==> config.mk <==
export PLATFORM = sky130hd
export DESIGN_NAME = trigger_pulser
export DESIGN_NICKNAME = d
export VERILOG_FILES = /design/src/rtl/trigger_pulser.sv
export SDC_FILE = /design/constraint.sdc
export NUM_CORES = 1
export LEC_CHECK = 0
export CORE_ASPECT_RATIO = 0.9
export CORE_MARGIN = 10
export CORE_UTILIZATION = 40
export CTS_CLUSTER_SIZE = 40
export DETAILED_ROUTE_END_ITERATION = 6
export DONT_BUFFER_PORTS = 1
export GPL_TIMING_DRIVEN = 0
export HOLD_SLACK_MARGIN = 0.12
export REMOVE_ABC_BUFFERS = 1
export SLEW_MARGIN = 20
export SYNTH_ARGS = -nofsm -noshare
export SYNTH_HDL_FRONTEND = slang
export SYNTH_SLANG_ARGS = --single-unit
export TNS_END_PERCENT = 5
==> constraint.sdc <==
create_clock -name aclk -period 6.9 [get_ports aclk]
set_input_delay 1.725 -clock aclk [delete_from_list [all_inputs] [get_ports aclk]]
set_output_delay 1.725 -clock aclk [all_outputs]
set_load 0.03 [all_outputs]
**Selected gate families**

Drawn at 2 px/micron.
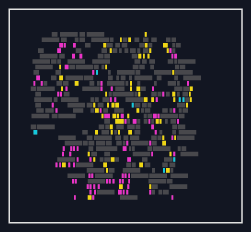
inv cells: marked cyan, cells 7. nand cells: marked magenta, cells 86. nor cells: marked yellow, cells 64.
combinational share of cell area: 55.05%
non-filler cells, final: 482
most numerous logic cell after layout: nand2_1

**Pin placement**

Drawn at 4 px/micron. Pins as bars across the die edge, other pins in gray.
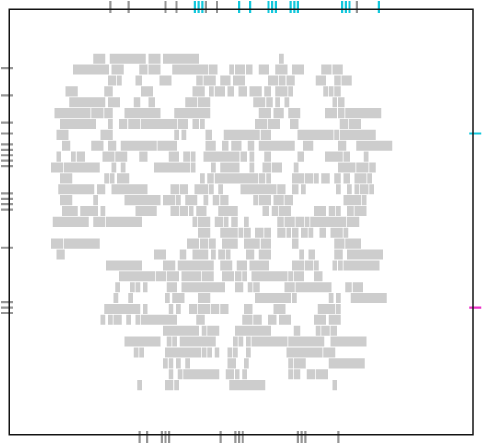
width_reg: marked cyan, pins 16, direction input, edge 15 top, 1 right. dout: marked magenta, pins 1, direction output, edge right.
chip width: 115.6 microns
# port buffers: 0
Die H: 106.0 microns

**Register map, names as in the netlist**

Drawn at 2 px/micron. Other sequential cells in the stronger gray, the rest of the logic in the fainter gray.
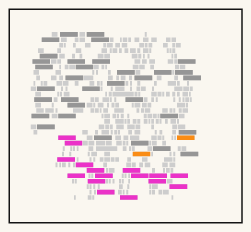
state_q: marked orange, placed flops 2. heff_q: marked magenta, placed flops 16.
Another 33 sequential cells are not colored.
Flop area: 1276 sq um
P_seq: 380 uW
final core occ: 43.68%
flop share of the area: 36.39%

**Zoomed window**

Region (45, 19) to (70, 44) microns. Cells in gray, sequential cells in the stronger gray; small squares are vias.
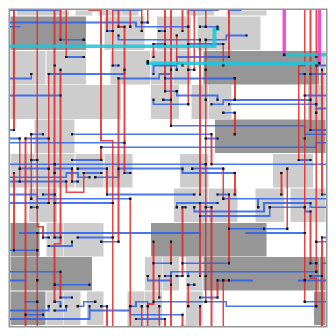
metal 1: marked blue. metal 3: marked cyan. metal 2: marked red. metal 4: marked magenta.
Sequential cells in the window: 6. 42 logic cells have their middle in the window. Most frequent: nand2_1 (10), dfrtp_1 (6), xor2_1 (5).

**Congestion heat map**

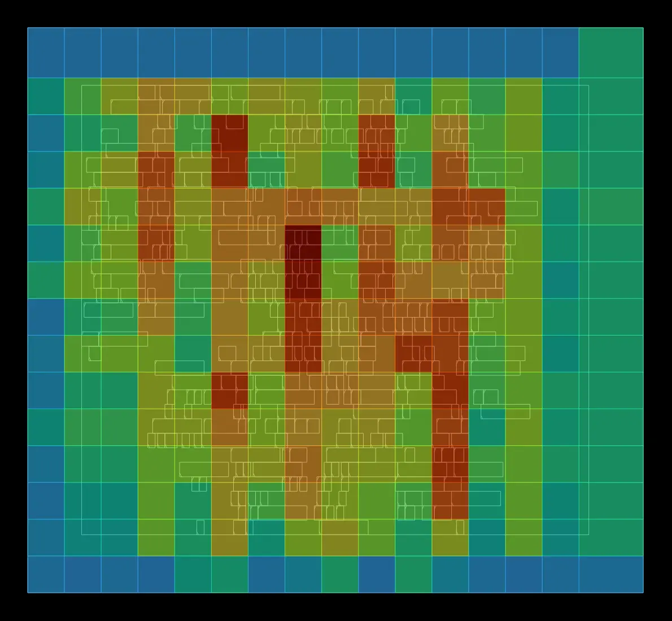
Wirelength per Cell: 18.46 microns
global routing's busiest layer: met2
met3 Usage GRT: 3.373%
grt met1 use: 17.94%
GR Util All Layers: 14.32%

==> out/qor.yml <==
cts_tree: "built"
num-fill-cells: 815
cts_hold_buffers: 0
dp_slack_ps: 1866
synth.area.top_cells: "dfrtp_1 (39%), nand2_1 (8.0%), xnor2_1 (6.9%)"
criticalPathCategory: "in2reg"
root_buffer: "clkbuf_8"
clock_area_share_pct: 3.782
synthArstFlopShare_pct: 100.0
synth-adder-area-share_pct: 1.903
ys_cells: 388
cts_made_buffers: 5
period_used_pct: 69.05
synth.comb.largest_family: "simple AND/OR/NAND/NOR gates"
path_delay_family: "simple AND/OR/NAND/NOR gates"
taps: 99
peakVddDrop_v: 0.0001486
intPower_uw: 488.9
ys_seq_share_pct: 38.81
drt-pass1-iter-count: 4
synth.largest_area_cell: "dfrtp_1"
drv_slew: 0
top_area_cell_class: "multi-input combinational cells"
outcome: "finished, final reports clean"
p_sw_uw: 195.0
cp-start-kind: "primary input"
Power and IR drop assume default switching activity.
